==> src/rtl/ecc32_pkg.sv <==
// Shared SECDED definitions for the ecc32 encoder/decoder pair: H-matrix
// column placement, check-bit generation and syndrome-to-data-bit lookup.
package ecc32_pkg;

   localparam logic [1:0] ECC_OK    = 2'd0;
   localparam logic [1:0] ECC_DFIX  = 2'd1;
   localparam logic [1:0] ECC_CFIX  = 2'd2;
   localparam logic [1:0] ECC_UNCOR = 2'd3;

   // Hamming position of data bit idx; powers of two are reserved for check bits.
   function automatic logic [5:0] ecc32_bitpos(input logic [4:0] idx);
      logic [5:0] pos;
      if (idx == 5'd0)       pos = 6'd3;
      else if (idx < 5'd4)   pos = {1'b0, idx} + 6'd4;
      else if (idx < 5'd11)  pos = {1'b0, idx} + 6'd5;
      else if (idx < 5'd26)  pos = {1'b0, idx} + 6'd6;
      else                   pos = {1'b0, idx} + 6'd7;
      return pos;
   endfunction

   function automatic logic [5:0] ecc32_chk(input logic [31:0] data);
      logic [5:0] chk;
      chk = 6'd0;
      for (int i = 0; i < 32; i++) begin
         if (data[i]) chk = chk ^ ecc32_bitpos(5'(i));
      end
      return chk;
   endfunction

   // Returns {hit, index}: hit is set when the syndrome names a data column.
   function automatic logic [5:0] ecc32_pos2bit(input logic [5:0] syndrome);
      logic [5:0] res;
      res = 6'd0;
      for (int i = 0; i < 32; i++) begin
         if (ecc32_bitpos(5'(i)) == syndrome) res = {1'b1, 5'(i)};
      end
      return res;
   endfunction

endpackage

==> src/rtl/ecc32_syndrome.sv <==
// Combinational syndrome and overall-parity computation for one received word.
module ecc32_syndrome
   import ecc32_pkg::*;
(
   input  logic [31:0] data,
   input  logic [6:0]  parity,
   output logic [5:0]  syndrome,
   output logic        ovp
);

   assign syndrome = ecc32_chk(data) ^ parity[5:0];
   assign ovp      = ^{data, parity};

endmodule

==> src/rtl/ecc32_decoder.sv <==
// Two-stage SECDED decoder: syndrome in stage 1, correction/classification and
// saturating error statistics in stage 2.
module ecc32_decoder
   import ecc32_pkg::*;
#(
   parameter int CNT_W = 16
)(
   input  logic             clock,
   input  logic             reset_n,
   input  logic [31:0]      dec_in,
   input  logic [6:0]       parity_in,
   input  logic             in_valid,
   input  logic             cnt_clear,
   output logic [31:0]      dec_out,
   output logic [6:0]       syndrome_out,
   output logic [1:0]       err_type,
   output logic             out_valid,
   output logic [CNT_W-1:0] sbe_count,
   output logic [CNT_W-1:0] dbe_count,
   output logic             sbe_sticky,
   output logic             dbe_sticky
);

   function automatic logic [CNT_W-1:0] sat_inc(input logic [CNT_W-1:0] c);
      return (&c) ? c : c + CNT_W'(1);
   endfunction

   logic [5:0]  syn_p0;
   logic        ovp_p0;
   logic [31:0] data_p1;
   logic [5:0]  syn_p1;
   logic        ovp_p1;
   logic        vld_p1;
   logic [5:0]  hit_p1;
   logic [31:0] fix_p1;
   logic [1:0]  err_p1;

   ecc32_syndrome u_syndrome (
      .data     (dec_in),
      .parity   (parity_in),
      .syndrome (syn_p0),
      .ovp      (ovp_p0)
   );

   // Stage 1: received word and its syndrome
   always_ff @(posedge clock or negedge reset_n) begin
      if (!reset_n) vld_p1 <= 1'b0;
      else          vld_p1 <= in_valid;
   end

   always_ff @(posedge clock) begin
      if (in_valid) begin
         data_p1 <= dec_in;
         syn_p1  <= syn_p0;
         ovp_p1  <= ovp_p0;
      end
   end

   assign hit_p1 = ecc32_pos2bit(syn_p1);

   always_comb begin
      err_p1 = ECC_OK;
      fix_p1 = data_p1;
      if (syn_p1 == 6'd0) begin
         err_p1 = ovp_p1 ? ECC_CFIX : ECC_OK;
      end else if (!ovp_p1) begin
         err_p1 = ECC_UNCOR;
      end else if ((syn_p1 & (syn_p1 - 6'd1)) == 6'd0) begin
         err_p1 = ECC_CFIX;
      end else if (hit_p1[5]) begin
         err_p1 = ECC_DFIX;
         fix_p1[hit_p1[4:0]] = ~data_p1[hit_p1[4:0]];
      end else begin
         // Syndromes past the last data column can only come from 3+ flips
         err_p1 = ECC_UNCOR;
      end
   end

   // Stage 2: corrected word, classification and error statistics
   always_ff @(posedge clock or negedge reset_n) begin
      if (!reset_n) begin
         dec_out      <= 32'd0;
         syndrome_out <= 7'd0;
         err_type     <= ECC_OK;
         out_valid    <= 1'b0;
      end else begin
         out_valid <= vld_p1;
         if (vld_p1) begin
            dec_out      <= fix_p1;
            syndrome_out <= {ovp_p1, syn_p1};
            err_type     <= err_p1;
         end
      end
   end

   always_ff @(posedge clock or negedge reset_n) begin
      if (!reset_n) begin
         sbe_count  <= '0;
         dbe_count  <= '0;
         sbe_sticky <= 1'b0;
         dbe_sticky <= 1'b0;
      end else if (cnt_clear) begin
         sbe_count  <= '0;
         dbe_count  <= '0;
         sbe_sticky <= 1'b0;
         dbe_sticky <= 1'b0;
      end else if (vld_p1) begin
         if (err_p1 == ECC_DFIX || err_p1 == ECC_CFIX) begin
            sbe_count  <= sat_inc(sbe_count);
            sbe_sticky <= 1'b1;
         end
         if (err_p1 == ECC_UNCOR) begin
            dbe_count  <= sat_inc(dbe_count);
            dbe_sticky <= 1'b1;
         end
      end
   end

endmodule

==> config.mk <==
export PLATFORM = sky130hd
export DESIGN_NAME = ecc32_decoder
export DESIGN_NICKNAME = d
export VERILOG_FILES = /design/src/rtl/ecc32_pkg.sv /design/src/rtl/ecc32_syndrome.sv /design/src/rtl/ecc32_decoder.sv
export SDC_FILE = /design/constraint.sdc
export NUM_CORES = 1
export LEC_CHECK = 0
export ABC_AREA = 1
export CORE_MARGIN = 2
export CORE_UTILIZATION = 30
export CTS_BUF_LIST = sky130_fd_sc_hd__clkbuf_8
export CTS_CLUSTER_SIZE = 16
export DETAILED_ROUTE_END_ITERATION = 8
export PLACE_DENSITY = 0.57
export SLEW_MARGIN = 10
export SYNTH_ARGS = -nofsm -noshare
export SYNTH_HDL_FRONTEND = slang
export SYNTH_SLANG_ARGS = --single-unit
==> constraint.sdc <==
create_clock -name clock -period 6.1 [get_ports clock]
set_clock_uncertainty 0.2 [all_clocks]
set_input_delay 0.61 -clock clock [delete_from_list [all_inputs] [get_ports clock]]
set_output_delay 0.61 -clock clock [all_outputs]
set_load 0.01 [all_outputs]
m1.png
The bar under the picture is 50 um long.
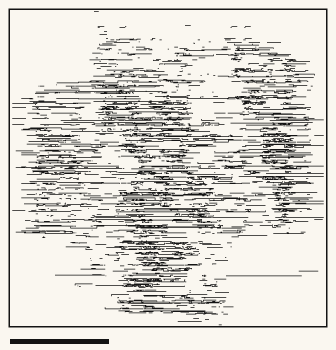
share of all routed wire: 49%
main direction: horizontal
WL final: 19500 um
Via Count: 6178
M1 GR Usage: 22.1%

==> reports/results.tsv <==
stage	metric	value	unit
status	status	completed	
power_and_ir_drop	sw frac	46.7	%
worst_setup_path	Worst R2R End	sbe_count[14]	
layout	flip-flops	116	
grt	largest net degree at the start of global routing	74	
worst_setup_path	nature of the critical path startpoint	register	
sta	endpoints failing setup	0	
synth	ys cells	901	
die	core area	23600	um^2
worst_hold_path	worst hold path class	register to register	
clock_network	Num CTS Buffers	17	
synth	Ys Warns	0	
grt	first-pass GRT wire length	31900	um
sta	Tmin final	5090	ps
placement	Post-Place Cells	1319	
detailed_routing	initial DRC count	385	
detailed_routing	post-DR vias/cell	4.57	
sta	slack of the critical path	1010	ps
die	I/O pins	119	
placement	PortBufs	118	
grt	grt ovf	0	
synth	synthesized area	7270	um^2
worst_setup_path	Levels on crit path	25	
power_and_ir_drop	combinational power share	50.8	%
synth	YS chip area	7270	um^2
placement	post-DP HPWL	15300	um
detailed_routing	Initial DRT Pass Iterations	5	
worst_hold_path	Hold Path Origin	dec_out[0]	
clock_network	Post-CTS Repair Setup Buffers	0	
layout	final instance area	9060	um^2
power_and_ir_drop	internal power	1.84	mW
worst_setup_path	Worst Setup Path Type	register to register	
layout	Finished Layout Cells	1352	
grt	Total GRT Usage	15.7	%
layout	CLK BUF	17	
clock_network	CTS tree	built	
layout	Final Util	38.4	%
power_and_ir_drop	Psw	1.61	mW
layout	Diodes inserted	0	
worst_setup_path	Worst Path Arrival	5210	ps
worst_setup_path	Critical-path top delay cell	edfxtp_1	
power_and_ir_drop	Peak VDD IR	384	uV
clock_network	# hold bufs at CTS	1	
worst_hold_path	Hold EP	dec_out[0]	
power_and_ir_drop	PwrDens	381	nW/um^2
layout	Syn-to-layout area delta	24.5	%
worst_setup_path	reg2reg path depth	25	
worst_setup_path	crit path max fanout	8	
layout	Comb gates	633	
synth	Distinct cells, synth	42	
layout	fraction of layout cells with a size suffix above 1	9.49	%
detailed_routing	DRT antenna net count	0	
power_and_ir_drop	Flop pwr share	29.5	%
placement	GPL Wtd Cong	0.880	
synth	sequential area share after synthesis	42.6	%
power_and_ir_drop	clock share of power	19.7	%
m2.png
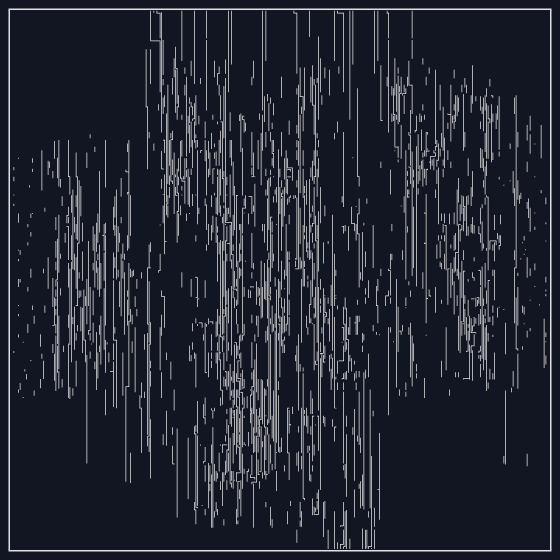
longest straight run: 51.0 um
nets with wire on the layer: 861

[Yosys cell counts, drive strengths merged]
cell / number / area share [%]
xnor2: 62 / 7.5
edfxtp: 39 / 16
nor3b: 1 / 0.10
a21oi: 50 / 3.4
a31oi: 2 / 0.17
o211ai: 1 / 0.10
clkinv: 1 / 0.052
or3: 1 / 0.086
dlygate4sd1: 3 / 0.36
a211oi: 3 / 0.31
inv: 130 / 6.7
nand3b: 4 / 0.41
nand4: 9 / 0.98
nor2: 82 / 5.0
buf: 11 / 1.9
o2111ai: 1 / 0.12
a221oi: 2 / 0.24
nand2: 242 / 13
dfrtp: 77 / 26
xor2: 32 / 3.9
clkbuf: 7 / 0.36
o21ai: 26 / 1.8
nor3: 18 / 1.4
nor4: 2 / 0.17
nand3: 79 / 7.6
o21a: 12 / 1.2
or4: 1 / 0.10
ha: 3 / 0.52
[per-layer routing]
layer	GRT usage (%)	wire, um	vias to the layer above	part of all wire (%)
li1	-	-	3112	-
met1	22.1	9580	2877	49
met2	24.8	8700	173	45
met3	2.94	1020	16	5.2
met4	4.13	218	0	1.1
met5	0	0	-	0
[cells by family after synthesis]
| family | Yosys count | share of synthesized area [%] |
|---|---|---|
| simple gates | 439 | 28.8 |
| fa+ha+maj | 3 | 0.516 |
| compound gates | 97 | 7.41 |
| xor+xnor | 94 | 11.3 |
| flops | 116 | 42.6 |
| buf+inv | 152 | 9.41 |
[tightest hold or removal path, stage by stage (launching register included)]
cell	delay, ps
dfrtp_1	340
nand2_1	50
nand2_1	50
[power by group through the flow]
stage | combinational [mW] | clock (mW) | sequential [mW]
finish | 1.75 | 0.679 | 1.02
floorplan | 1.41 | 0 | 1.04
detailed placement | 1.76 | 0 | 1.03
global route | 1.95 | 0.739 | 1.03
global placement | 1.77 | 0 | 1.03
CTS | 1.77 | 0.704 | 1.02
Power figures rest on the tool's default switching activity, not on a simulated workload.
